### src/rtl/control_sequencer.sv
// Hardwired Moore control unit for the Mini-CPU DataPath: fetch (F0-F2) then
// opcode-specific execute steps (T3-T7), with halt/stop handling.
module control_sequencer #(
  parameter int OPW  = 5,
  parameter int ALUW = 4
) (
  input  logic            clock,
  input  logic            clear,
  input  logic [31:0]     IR,
  input  logic            CON_FF,
  input  logic            Stop,
  output logic [9:0]      drv_out,
  output logic [11:0]     ld_in,
  output logic [2:0]      gr_sel,
  output logic            IncPC,
  output logic            Read,
  output logic            Write,
  output logic            MD_read,
  output logic [ALUW-1:0] alu_op,
  output logic            Run
);

  typedef enum logic [3:0] {
    S_RESET, S_F0, S_F1, S_F2, S_T3, S_T4, S_T5, S_T6, S_T7, S_HALT
  } state_t;

  localparam logic [OPW-1:0] OP_LD   = OPW'(0);
  localparam logic [OPW-1:0] OP_LDI  = OPW'(1);
  localparam logic [OPW-1:0] OP_ST   = OPW'(2);
  localparam logic [OPW-1:0] OP_ADD  = OPW'(3);
  localparam logic [OPW-1:0] OP_SUB  = OPW'(4);
  localparam logic [OPW-1:0] OP_AND  = OPW'(5);
  localparam logic [OPW-1:0] OP_OR   = OPW'(6);
  localparam logic [OPW-1:0] OP_ADDI = OPW'(12);
  localparam logic [OPW-1:0] OP_BR   = OPW'(18);
  localparam logic [OPW-1:0] OP_JR   = OPW'(20);
  localparam logic [OPW-1:0] OP_MFHI = OPW'(23);
  localparam logic [OPW-1:0] OP_MFLO = OPW'(24);
  localparam logic [OPW-1:0] OP_HALT = OPW'(27);

  // Bus driver bit positions
  localparam int D_PC = 0, D_ZLO = 1, D_MDR = 3, D_HI = 4, D_LO = 5;
  localparam int D_CSIGN = 7, D_R = 8, D_BA = 9;
  // Register load bit positions
  localparam int L_PC = 0, L_MAR = 1, L_MDR = 2, L_IR = 3, L_Y = 4;
  localparam int L_ZLO = 5, L_CON = 10, L_R = 11;
  // gr_sel = {Gra, Grb, Grc}
  localparam int G_A = 2, G_B = 1, G_C = 0;

  state_t         state;
  logic           stop_pend;
  logic           br_take;
  logic [OPW-1:0] opcode;
  logic           unused_ir;

  logic is_ld, is_ldi, is_st, is_alu, is_addi, is_br;
  logic is_jr, is_mfhi, is_mflo, is_halt, is_nop;
  logic is_last;
  state_t end_state;

  assign opcode    = IR[31 -: OPW];
  assign unused_ir = ^IR[31-OPW:0];

  assign is_ld   = (opcode == OP_LD);
  assign is_ldi  = (opcode == OP_LDI);
  assign is_st   = (opcode == OP_ST);
  assign is_alu  = (opcode == OP_ADD) || (opcode == OP_SUB) ||
                   (opcode == OP_AND) || (opcode == OP_OR);
  assign is_addi = (opcode == OP_ADDI);
  assign is_br   = (opcode == OP_BR);
  assign is_jr   = (opcode == OP_JR);
  assign is_mfhi = (opcode == OP_MFHI);
  assign is_mflo = (opcode == OP_MFLO);
  assign is_halt = (opcode == OP_HALT);
  // nop and every undefined opcode share the single empty T3 step
  assign is_nop  = !(is_ld || is_ldi || is_st || is_alu || is_addi || is_br ||
                     is_jr || is_mfhi || is_mflo || is_halt);

  // A pending or coincident stop turns the instruction boundary into HALT
  assign end_state = (stop_pend || Stop) ? S_HALT : S_F0;

  always_comb begin
    is_last = 1'b0;
    case (state)
      S_T3:    is_last = is_jr || is_mfhi || is_mflo || is_nop;
      S_T5:    is_last = is_ldi || is_alu || is_addi;
      S_T6:    is_last = is_br;
      S_T7:    is_last = 1'b1;
      default: is_last = 1'b0;
    endcase
  end

  always_ff @(posedge clock or posedge clear) begin
    if (clear) begin
      state     <= S_RESET;
      stop_pend <= 1'b0;
      br_take   <= 1'b0;
    end else begin
      if (Stop)
        stop_pend <= 1'b1;
      case (state)
        S_RESET: state <= S_F0;
        S_F0:    state <= S_F1;
        S_F1:    state <= S_F2;
        S_F2:    state <= S_T3;
        S_T3: begin
          if (is_halt)
            state <= S_HALT;
          else if (is_last)
            state <= end_state;
          else
            state <= S_T4;
        end
        S_T4:    state <= S_T5;
        S_T5: begin
          // CON_FF has been stable since the CONin load in T3
          br_take <= CON_FF;
          state   <= is_last ? end_state : S_T6;
        end
        S_T6:    state <= is_last ? end_state : S_T7;
        S_T7:    state <= end_state;
        S_HALT:  state <= S_HALT;
        default: state <= S_RESET;
      endcase
    end
  end

  // Moore output decode from the registered state and the IR opcode
  always_comb begin
    drv_out = '0;
    ld_in   = '0;
    gr_sel  = '0;
    IncPC   = 1'b0;
    Read    = 1'b0;
    Write   = 1'b0;
    MD_read = 1'b0;
    alu_op  = '0;
    Run     = (state != S_RESET) && (state != S_HALT);
    case (state)
      S_F0: begin
        drv_out[D_PC] = 1'b1;
        ld_in[L_MAR]  = 1'b1;
        ld_in[L_ZLO]  = 1'b1;
        IncPC         = 1'b1;
      end
      S_F1: begin
        drv_out[D_ZLO] = 1'b1;
        ld_in[L_PC]    = 1'b1;
        ld_in[L_MDR]   = 1'b1;
        Read           = 1'b1;
        MD_read        = 1'b1;
      end
      S_F2: begin
        drv_out[D_MDR] = 1'b1;
        ld_in[L_IR]    = 1'b1;
      end
      S_T3: begin
        if (is_ld || is_ldi || is_st) begin
          gr_sel[G_B]   = 1'b1;
          drv_out[D_BA] = 1'b1;
          ld_in[L_Y]    = 1'b1;
        end else if (is_alu || is_addi) begin
          gr_sel[G_B]  = 1'b1;
          drv_out[D_R] = 1'b1;
          ld_in[L_Y]   = 1'b1;
        end else if (is_br) begin
          gr_sel[G_A]  = 1'b1;
          drv_out[D_R] = 1'b1;
          ld_in[L_CON] = 1'b1;
        end else if (is_jr) begin
          gr_sel[G_A]  = 1'b1;
          drv_out[D_R] = 1'b1;
          ld_in[L_PC]  = 1'b1;
        end else if (is_mfhi || is_mflo) begin
          drv_out[D_HI] = is_mfhi;
          drv_out[D_LO] = is_mflo;
          gr_sel[G_A]   = 1'b1;
          ld_in[L_R]    = 1'b1;
        end
      end
      S_T4: begin
        if (is_ld || is_ldi || is_st || is_addi) begin
          drv_out[D_CSIGN] = 1'b1;
          ld_in[L_ZLO]     = 1'b1;
        end else if (is_alu) begin
          gr_sel[G_C]  = 1'b1;
          drv_out[D_R] = 1'b1;
          ld_in[L_ZLO] = 1'b1;
          case (opcode)
            OP_SUB:  alu_op = ALUW'(1);
            OP_AND:  alu_op = ALUW'(2);
            OP_OR:   alu_op = ALUW'(3);
            default: alu_op = ALUW'(0);
          endcase
        end else if (is_br) begin
          drv_out[D_PC] = 1'b1;
          ld_in[L_Y]    = 1'b1;
        end
      end
      S_T5: begin
        if (is_ld || is_st) begin
          drv_out[D_ZLO] = 1'b1;
          ld_in[L_MAR]   = 1'b1;
        end else if (is_ldi || is_alu || is_addi) begin
          drv_out[D_ZLO] = 1'b1;
          gr_sel[G_A]    = 1'b1;
          ld_in[L_R]     = 1'b1;
        end else if (is_br) begin
          drv_out[D_CSIGN] = 1'b1;
          ld_in[L_ZLO]     = 1'b1;
        end
      end
      S_T6: begin
        if (is_ld) begin
          Read         = 1'b1;
          MD_read      = 1'b1;
          ld_in[L_MDR] = 1'b1;
        end else if (is_st) begin
          gr_sel[G_A]  = 1'b1;
          drv_out[D_R] = 1'b1;
          ld_in[L_MDR] = 1'b1;
        end else if (is_br) begin
          drv_out[D_ZLO] = 1'b1;
          ld_in[L_PC]    = br_take;
        end
      end
      S_T7: begin
        if (is_ld) begin
          drv_out[D_MDR] = 1'b1;
          gr_sel[G_A]    = 1'b1;
          ld_in[L_R]     = 1'b1;
        end else if (is_st) begin
          Write = 1'b1;
        end
      end
      default: ;
    endcase
  end

endmodule
### config.mk
export PLATFORM = sky130hd
export DESIGN_NAME = control_sequencer
export DESIGN_NICKNAME = d
export VERILOG_FILES = /design/src/rtl/control_sequencer.sv
export SDC_FILE = /design/constraint.sdc
export NUM_CORES = 1
export LEC_CHECK = 0
export CORE_MARGIN = 3
export CORE_UTILIZATION = 36
export CTS_CLUSTER_DIAMETER = 200
export DETAILED_ROUTE_END_ITERATION = 10
export GPL_TIMING_DRIVEN = 0
export PLACE_DENSITY = 0.82
export SETUP_SLACK_MARGIN = 0.05
export SYNTH_ARGS = -nofsm -noshare
export SYNTH_HDL_FRONTEND = slang
export SYNTH_SLANG_ARGS = --single-unit
### constraint.sdc
create_clock -name clock -period 2.53 [get_ports clock]
set_clock_uncertainty 0.1 [all_clocks]
set_input_delay 0.506 -clock clock [delete_from_list [all_inputs] [get_ports clock]]
set_output_delay 0.506 -clock clock [all_outputs]
set_load 0.05 [all_outputs]
Figure 1. Power grid.
The bar under the picture is 20 um long. Pins as bars on the die edge.
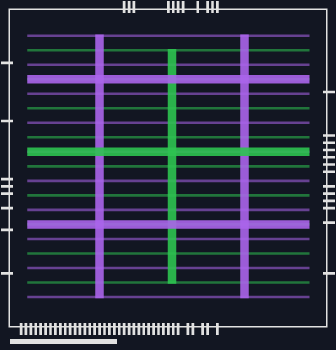
net	colour
VDD	green
VSS	purple
rows	18
met4 straps	3
signal pins	70
met5 straps	3
met1 rails	19

Figure 2. Cells coloured by class.
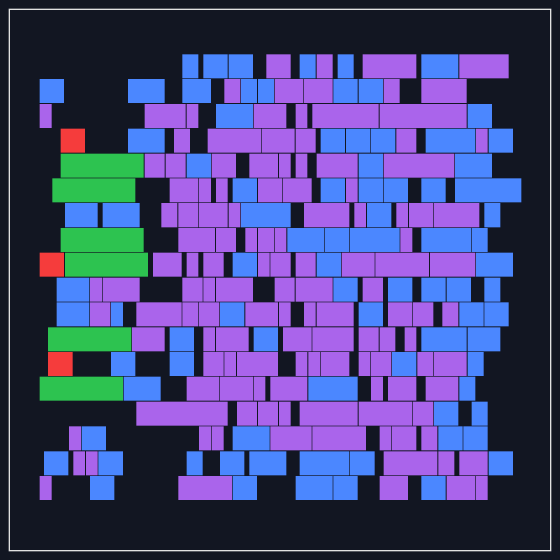
class	colour	cells
cells driving clock nets	red	3
flip-flops	green	6
other buffers and delay cells	blue	85
all other logic	purple	129
Core Rows: 18
fin util: 76.0%
flop share of the area: 7.63%

-- sequential cells by signal, indices dropped and copies added, names as in the netlist --
register	count
stop_pend	1
state	4
br_take	1
-- power groups by stage --
| stage | clock (mW) | combinational (mW) | sequential (mW) |
|---|---|---|---|
| 2_1_floorplan | 0 | 0.974 | 0.155 |
| 3_3_place_gp | 0 | 1.27 | 0.161 |
| 3_5_place_dp | 0 | 1.29 | 0.162 |
| 4_1_cts | 0.0876 | 1.34 | 0.164 |
| 5_1_grt | 0.0964 | 1.55 | 0.172 |
| 6_report | 0.0828 | 1.48 | 0.167 |
-- stage by stage --
| step | setup TNS [ns] | hold WS (ns) | setup WS [ns] | cells | utilization, % |
|---|---|---|---|---|---|
| floorplan | -0.137 | 0.197 | -0.0722 | 158 | - |
| global placement | -21.28 | 0.400 | -1.31 | 222 | 61.1 |
| detailed placement | -22.27 | 0.405 | -1.33 | 222 | 61.1 |
| CTS | 0 | 0.370 | 0.0341 | 242 | 70.3 |
| global route | 0 | 0.379 | 0.00255 | 253 | 76.0 |
| finish | 0 | 0.374 | 0.0222 | 253 | 76.0 |
-- worst min-delay path by stage --
stage | end | from | cells after the start
global placement | br_take | br_take | 1
finish | state[0] | clear | 2
global route | state[3] | clear | 2
detailed placement | br_take | br_take | 1
CTS | br_take | clear | 2
floorplan | br_take | clear | 1
-- layout make-up --
cell class	instances	area [um^2]	area share [%]
buffer	22	206	10.5
clock buffer	3	22.5	1.14
inverter	6	25.0	1.27
multi-input combinational	123	1010	51.2
sequential	6	150	7.63
tap	30	37.5	1.91
timing repair buffer	63	518	26.3
-- cell usage in the layout (no fill, tap or decap), types with 6 or more instances in the layout --
master and instances:
nor2_1 11, buf_2 10, clkbuf_4 6, conb_1 8
buf_8 6, buf_4 44, dfrtp_1 6, nand2_1 14
nor3_2 7, buf_6 9
==> metrics.yaml <==
outcome:
  status: "complete, no violations"
synthesis:
  area_leaders: "dfrtp_1, buf_4, nor3_1"
  avgSynthCellArea_um2: 6.75
  synth_flop_count: 6
  top_area_cell: "dfrtp_1"
  simple_gate_area_share_pct: 36.2
  async_flop_share_pct: 100
  synth_cells: 151
  synthTopLogicFamily: "simple AND/OR/NAND/NOR gates"
  ys_types: 49
  ys_sh_mux_pct: 3.19
  aoi_share_pct: 26.1
  adder_share_pct: 0
  edf_count: 0
  seq_area_frac_synth_pct: 14.7
  ys_cells: 151
  yosys-top-cells-count: "nand2_1, nor2_1, nor3_1"
  synth_largest_type_area_fraction_pct: 14.7
  yosys_warnings: 0
  netlist.top_cell.by_instances: "nand2_1"
  syn_area_um2: 1020
  ys_sh_xor_pct: 3.44
  ff_type: "dfrtp_1"
  synth_chip_area_um2: 1020
clocking:
  numCtsBuffers: 3
  cts.htree.levels: 1
  clk_pin_slew_worst_paths_ns: 0.04
  cts_buffer_depth: 2
  cts_tree: "yes"
  cts.sinks: 6
  cts_root_buffer: "clkbuf_4"
  cts_hold_buf: 0
  postCtsSetupRepairBufs: 16
  ctsResizeCount: 190
  clock_latency_ns: 0.23
timing:
  fin_crit_ns: 2.51
  slew_viol_final: 0
  hold_violations: 0
  worstMarginPinSlew_ns: 0.519
  fin_crit_sh_pct: 99.1
  fmax_ghz: 0.399
  grt_setup_unrepaired: "true"
  setup_viol: 0
  maxSlewHeadroom_pct: 65.1
setup_path:
  critPathArrivalTime_ns: 1.90
  cp_num_cells: 9
  r2r-start: "state[3]"
  critical_path.startpoint: "IR[30]"
  critPathRequiredTime_ns: 1.92
  crit_path_top_delay_cell: "nor4_4"
  path_cells: "buf_12, buf_8, nor4_4, nand3_2, nor2_2, a21oi_2, nor3_4, buf_6, buf_8"
  startpoint_type: "input port"
  endpoint: "Read"
  max_stage_delay_ns: 0.34
  reg2reg_depth: 6
  path_delay_family: "simple AND/OR/NAND/NOR gates"
  rr_endpoint: "state[3]"
  crit_path_end_kind: "primary output"
  crit_path_frequent_cell: "buf_8"
  r2r_setup_slack_ns: 0.50
  cp_num_buf_inv: 4
  worst-setup-path-type: "input port to primary output"
  cp_max_fo: 5
grt:
  met2_usage_pct: 41.7
  gr-usage-met3_pct: 2.40
  antenna_found_initial: 0
  grtUsageMet1_pct: 27.8
  top_usage_layer: "met2"
  grt_usage_pct: 23.1
  globalRouteOverflowTotal: 0
  grt_pass1_vias: 1389
  grt_max_degree: 11
  grt_pass1_wl_um: 6350
hold_path:
  hold_class: "input port to async pin"
pwr:
  seqPwrFrac_pct: 9.7
  power_leakage_nw: 0.886
  comb_power_share_pct: 85.5
  total_power_mw: 1.73
  p_clk_share_pct: 4.8
  ir_worst_vdd_mv: 0.796
  switching_share_pct: 59.1
  netSwitchingPower_mw: 1.02
  p_int_mw: 0.706
  power_density_nw_per_um2: 877
route:
  wl_um: 4110
  wl_met2_um: 2150
  wl_met1_um: 1530
  num_vias: 1459
  wl_per_cell_um: 16.2
  drc: 0
  drt_iter0_drc: 59
  ant_nets: 0
  drt_pass1_iterations: 4
  wl_met3_um: 327
  avgViaCountPerCell: 5.77
  routed.top_layer: "met4"
final_layout:
  nets: 261
  fillers: 185
  diodes: 0
  final_area_um2: 1970
  drive_above_1_share_pct: 57.4
  syn2layout_area_growth_pct: 93.0
flow_run:
  warning_count: 56
  drv_cap: 0
floorplanning:
  ioPinCount: 70
  dieArea_um2: 3510
  core_area_um2: 2590
  initial_core_util_pct: 39.4
  die-width_um: 59.2
  die_h_um: 59.2
place:
  place_congestion: 0.899
  port_buffers: 34
  dpl_cell_area_um2: 1580
  dp_hpwl_um: 2590
Power figures rest on the tool's default switching activity, not on a simulated workload.
